Clock routing:
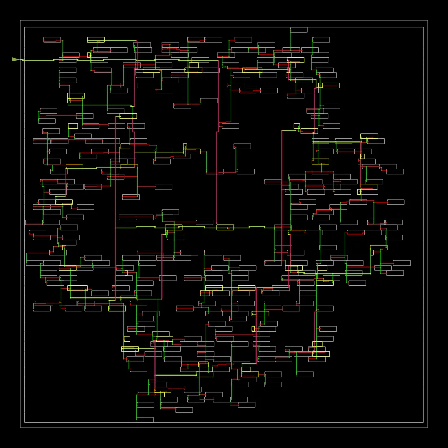
Selected gate families:
Scale: 1.5 px per um.
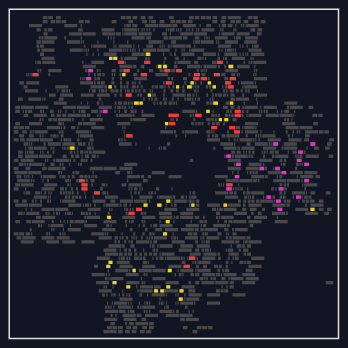
Wiring by layer:
Scale: 1.5 px per um.
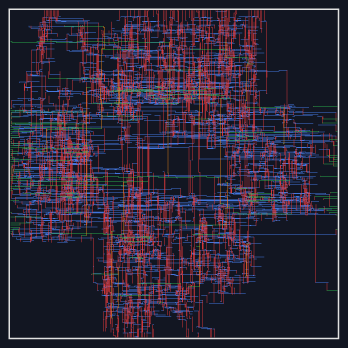
I/O nets highlighted:
Scale: 2 px per um.
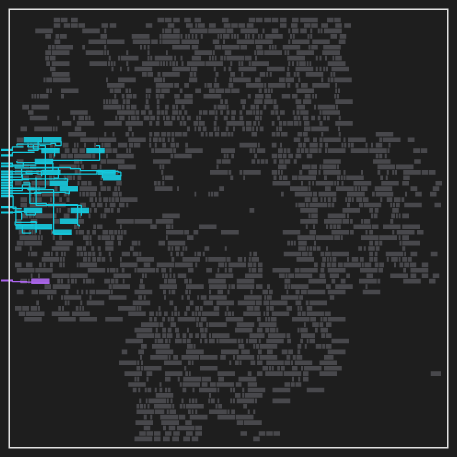
Sequential cells colored by netlist name:
Scale: 1 px per um. Other sequential cells in the stronger gray, the rest of the logic in the fainter gray.
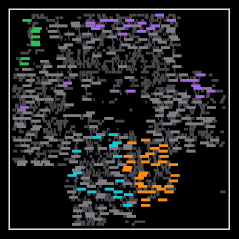
### src/rtl/video_frame_monitor.sv
`timescale 1ns/1ps
`default_nettype none
// ============================================================================
// Module  : video_frame_monitor
// Brief   : Locks to vsync, skips/captures frames as an x/y pixel stream and
//           measures per-frame geometry, checksum and sticky sync errors.
// Rev     : 1.0  initial release
// ============================================================================
module video_frame_monitor #(
  parameter int DATA_WIDTH  = 24,
  parameter int IMG_WIDTH   = 1280,
  parameter int IMG_HEIGHT  = 720,
  parameter int SKIP_FRAMES = 0,
  parameter int CAP_FRAMES  = 1,
  parameter int VS_POL      = 1,
  parameter int CNT_W       = 16
) (
  input  logic                  video_clk,
  input  logic                  rst_n,
  input  logic                  video_vs,
  input  logic                  video_de,
  input  logic [DATA_WIDTH-1:0] video_data,
  output logic                  cap_valid,
  output logic [DATA_WIDTH-1:0] cap_data,
  output logic [CNT_W-1:0]      cap_x,
  output logic [CNT_W-1:0]      cap_y,
  output logic                  cap_sof,
  output logic                  frame_done,
  output logic [7:0]            frame_idx,
  output logic [31:0]           checksum,
  output logic [CNT_W-1:0]      meas_width,
  output logic [CNT_W-1:0]      meas_height,
  output logic                  err_width,
  output logic                  err_height,
  output logic                  err_sync,
  output logic                  cap_done
);

  localparam logic [CNT_W-1:0] c_img_w     = CNT_W'(IMG_WIDTH);
  localparam logic [CNT_W-1:0] c_img_h     = CNT_W'(IMG_HEIGHT);
  localparam logic [31:0]      c_skip_last = 32'(SKIP_FRAMES - 1);
  localparam logic [31:0]      c_cap_last  = 32'(CAP_FRAMES - 1);

  typedef enum logic [1:0] {
    ST_IDLE    = 2'd0,
    ST_SKIP    = 2'd1,
    ST_CAPTURE = 2'd2,
    ST_DONE    = 2'd3
  } state_t;

  state_t            r_state;
  state_t            w_state_nxt;
  logic              r_vs_d;
  logic              r_de_d;
  logic              r_sof_pend;
  logic [31:0]       r_skip_cnt;
  logic [31:0]       r_cap_cnt;
  logic [CNT_W-1:0]  r_x_cnt;
  logic [CNT_W-1:0]  r_y_cnt;
  logic [CNT_W-1:0]  r_line_len;
  logic [31:0]       r_sum;

  logic              w_vs_act;
  logic              w_sync_end;
  logic              w_in_cap;
  logic              w_accept;
  logic              w_line_end;
  logic              w_frame_end;
  logic              w_last_frame;
  logic [CNT_W-1:0]  w_x_inc;
  logic [CNT_W-1:0]  w_line_cnt;
  logic [CNT_W-1:0]  w_last_len;
  logic [31:0]       w_pix32;

  assign w_vs_act     = (VS_POL != 0) ? video_vs : ~video_vs;
  assign w_sync_end   = r_vs_d & ~w_vs_act;
  assign w_in_cap     = (r_state == ST_CAPTURE);
  assign w_accept     = w_in_cap & video_de & ~w_vs_act;
  assign w_line_end   = w_in_cap & r_de_d & ~w_accept;
  assign w_frame_end  = w_in_cap & w_sync_end;
  assign w_last_frame = (CAP_FRAMES != 0) && (r_cap_cnt == c_cap_last);
  assign w_x_inc      = (r_x_cnt == '1) ? r_x_cnt : r_x_cnt + CNT_W'(1);
  // A line closing on the boundary cycle still belongs to the ending frame
  assign w_line_cnt   = r_y_cnt + CNT_W'(w_line_end);
  assign w_last_len   = w_line_end ? r_x_cnt : r_line_len;
  assign w_pix32      = 32'(video_data);

  always_comb begin
    w_state_nxt = r_state;
    case (r_state)
      ST_IDLE:    if (w_sync_end) w_state_nxt = (SKIP_FRAMES > 0) ? ST_SKIP : ST_CAPTURE;
      ST_SKIP:    if (w_sync_end && (r_skip_cnt == c_skip_last)) w_state_nxt = ST_CAPTURE;
      ST_CAPTURE: if (w_sync_end && w_last_frame) w_state_nxt = ST_DONE;
      ST_DONE:    w_state_nxt = ST_DONE;
      default:    w_state_nxt = ST_IDLE;
    endcase
  end

  always_ff @(posedge video_clk or negedge rst_n) begin
    if (!rst_n) begin
      r_state    <= ST_IDLE;
      r_vs_d     <= 1'b0;
      r_skip_cnt <= '0;
    end else begin
      r_state <= w_state_nxt;
      r_vs_d  <= w_vs_act;
      if (r_state == ST_IDLE)
        r_skip_cnt <= '0;
      else if ((r_state == ST_SKIP) && w_sync_end)
        r_skip_cnt <= r_skip_cnt + 32'd1;
    end
  end

  always_ff @(posedge video_clk or negedge rst_n) begin
    if (!rst_n) begin
      r_de_d      <= 1'b0;
      r_sof_pend  <= 1'b1;
      r_cap_cnt   <= '0;
      r_x_cnt     <= '0;
      r_y_cnt     <= '0;
      r_line_len  <= '0;
      r_sum       <= '0;
      cap_valid   <= 1'b0;
      cap_data    <= '0;
      cap_x       <= '0;
      cap_y       <= '0;
      cap_sof     <= 1'b0;
      frame_done  <= 1'b0;
      frame_idx   <= '0;
      checksum    <= '0;
      meas_width  <= '0;
      meas_height <= '0;
      err_width   <= 1'b0;
      err_height  <= 1'b0;
      err_sync    <= 1'b0;
      cap_done    <= 1'b0;
    end else begin
      r_de_d     <= w_accept;
      cap_valid  <= w_accept;
      cap_sof    <= w_accept & (r_sof_pend | w_frame_end);
      frame_done <= w_frame_end;
      if (w_accept) begin
        cap_data <= video_data;
        cap_x    <= w_frame_end ? '0 : r_x_cnt;
        cap_y    <= w_frame_end ? '0 : r_y_cnt;
      end

      if (w_in_cap && video_de && w_vs_act)
        err_sync <= 1'b1;
      if (w_line_end && (r_x_cnt != c_img_w))
        err_width <= 1'b1;

      if (w_frame_end) begin
        meas_width  <= w_last_len;
        meas_height <= w_line_cnt;
        checksum    <= r_sum;
        frame_idx   <= frame_idx + 8'd1;
        r_cap_cnt   <= r_cap_cnt + 32'd1;
        if (w_line_cnt != c_img_h)
          err_height <= 1'b1;
        if (w_last_frame)
          cap_done <= 1'b1;
        // A pixel on the boundary cycle opens the next frame
        r_y_cnt    <= '0;
        r_line_len <= '0;
        r_x_cnt    <= w_accept ? CNT_W'(1) : '0;
        r_sum      <= w_accept ? w_pix32 : '0;
        r_sof_pend <= ~w_accept;
      end else begin
        if (w_accept) begin
          r_x_cnt    <= w_x_inc;
          r_sum      <= r_sum + w_pix32;
          r_sof_pend <= 1'b0;
        end else if (w_line_end) begin
          r_x_cnt    <= '0;
          r_y_cnt    <= r_y_cnt + CNT_W'(1);
          r_line_len <= r_x_cnt;
        end
      end
    end
  end

endmodule
`default_nettype wire

### config.mk
export PLATFORM = sky130hd
export DESIGN_NAME = video_frame_monitor
export DESIGN_NICKNAME = d
export VERILOG_FILES = /design/src/rtl/video_frame_monitor.sv
export SDC_FILE = /design/constraint.sdc
export NUM_CORES = 1
export LEC_CHECK = 0
export CORE_MARGIN = 2
export CORE_UTILIZATION = 30
export CTS_CLUSTER_DIAMETER = 100
export DETAILED_ROUTE_END_ITERATION = 8
export SETUP_SLACK_MARGIN = 0.3
export SYNTH_ARGS = -nofsm -noshare
export SYNTH_HDL_FRONTEND = slang
export SYNTH_SLANG_ARGS = --single-unit
### constraint.sdc
create_clock -name video_clk -period 4.1 [get_ports video_clk]
set_clock_uncertainty 0.1 [all_clocks]
set_input_delay 0.615 -clock video_clk [delete_from_list [all_inputs] [get_ports video_clk]]
set_output_delay 0.615 -clock video_clk [all_outputs]
set_load 0.05 [all_outputs]
==> results_dict.tcl <==
# implementation run metrics
set metrics [dict create \
    hold_slack_ns 0.0268 \
    reg2reg_from "r_sum[1]" \
    setup_tns_ns 0 \
    flop_cell "dfrtp_1" \
    globalRouteMet1Util_pct 22.9 \
    drv_slew 0 \
    num_rows 78 \
    enable_flop_cells 0 \
    timing.slew.headroom_pct 44.3 \
    start_kind "input port" \
    grtUsageTotal_pct 16.5 \
    async_flop_share_pct 100 \
    grt_max_degree 95 \
    end_kind "register" \
    clock.fmax_mhz 321 \
    cp_num_buf_inv 1 \
    worst_pin_slew_ns 0.836 \
    core_um2 45400 \
    leakage_nw 7.62 \
    initCoreUtil_pct 30.4 \
    vdd.ir_drop.worst_mv 0.220 \
    die_w_um 219 \
    worstPathRequired_ns 4.39 \
    setup_viol 0 \
    status "finished clean" \
    io_buffers 162 \
    hold_path_class "input port to asynchronous set/reset pin" \
    via_per_inst 5.00 \
    routabilityCongestion 0.905 \
    clock_path_buffers 3 \
]
Back to the opening pictures, 'clock routing':
# clk buffers: 51
clock sinks: 283
Clock group: 2.92 mW
flop count: 283
Late-Pin Clk Latency: 0.53 ns

Back to the opening pictures, 'selected gate families':
| family | color | cells | most used |
|---|---|---|---|
| mux cells | magenta | 21 | mux2i_1 |
| non-inverting ao/oa cells | yellow | 43 | a22o_1 |
| fa/ha/maj cells | red | 35 | ha_1 |

Back to the opening pictures, 'wiring by layer':
| layer | color | wire length |
|---|---|---|
| M3 | green | 2160 um |
| M1 | blue | 18200 um |
| M4 | orange | 711 um |
| M2 | red | 17900 um |

Back to the opening pictures, 'I/O nets highlighted':
| port | color | bits | direction | end cells | wire |
|---|---|---|---|---|---|
| `frame_done` | purple | 1 | output | 1 | 23.8 um |
| `meas_height` | cyan | 16 | output | 16 | 737 um |

Back to the opening pictures, 'sequential cells colored by netlist name':
| name in the netlist | color | sequential cells |
|---|---|---|
| `frame_idx` | green | 8 |
| `cap_data` | purple | 24 |
| `r_cap_cnt` | orange | 32 |
| `r_line_len` | cyan | 16 |
not colored: 203

-- cell type report --
type	count	area [um2]
flip-flops and latches	283	7080
well taps	600	751
multi-input cells	1105	6280
inverters	25	96.3
fillers	4534	28300
clock buffers	51	1030
repair buffers	183	1810
clock inverters	9	52.6
-- power breakdown --
group	internal [mW]	total [mW]	switching (mW)
sequential	3.03	3.25	0.224
clock	1.73	2.92	1.18
combinational	0.659	1.90	1.24
total	5.42	8.06	2.64
-- cell usage in the layout, fill, tap and decap left out, types with 11 or more instances in the layout --
master,netlist,final
o211ai_1,11,11
xnor2_1,61,61
nand2_1,366,365
o21ai_0,98,98
a21oi_1,61,61
ha_1,34,34
xor2_1,42,42
clkbuf_16,0,35
inv_1,22,22
nor3_1,19,19
nand4_1,39,39
clkdlybuf4s50_1,0,161
mux2i_1,20,20
buf_4,1,19
nand3_1,66,66
dfrtp_1,282,282
and3_1,22,22
a22o_1,18,18
a21o_1,14,14
nor4_1,13,13
nor2_1,89,89
a31oi_1,24,24
-- kinds of logic after synthesis --
kind of cell | Yosys count | share of synthesized area [%]
buffers and inverters | 118 | 3.33
multiplexers | 21 | 1.53
adder cells (fa/ha/maj) | 35 | 3.23
AND/OR/NAND/NOR | 676 | 22.2
XOR/XNOR | 103 | 6.53
flip-flops | 283 | 51.3
AND-OR/OR-AND | 270 | 11.9
-- stage by stage --
step / instances / setup WS, ns / instance area, um2 / util (%)
6_report: 2256 / 0.984 / 17100 / 37.7
5_1_grt: 2256 / 0.855 / 17100 / 37.7
3_5_place_dp: 2196 / 0.511 / 16000 / 35.3
4_1_cts: 2256 / 1.06 / 17100 / 37.7
3_3_place_gp: 2196 / 0.512 / 16000 / 35.3
2_1_floorplan: 1506 / 0.963 / 13800 / -
Power figures rest on the tool's default switching activity, not on a simulated workload.
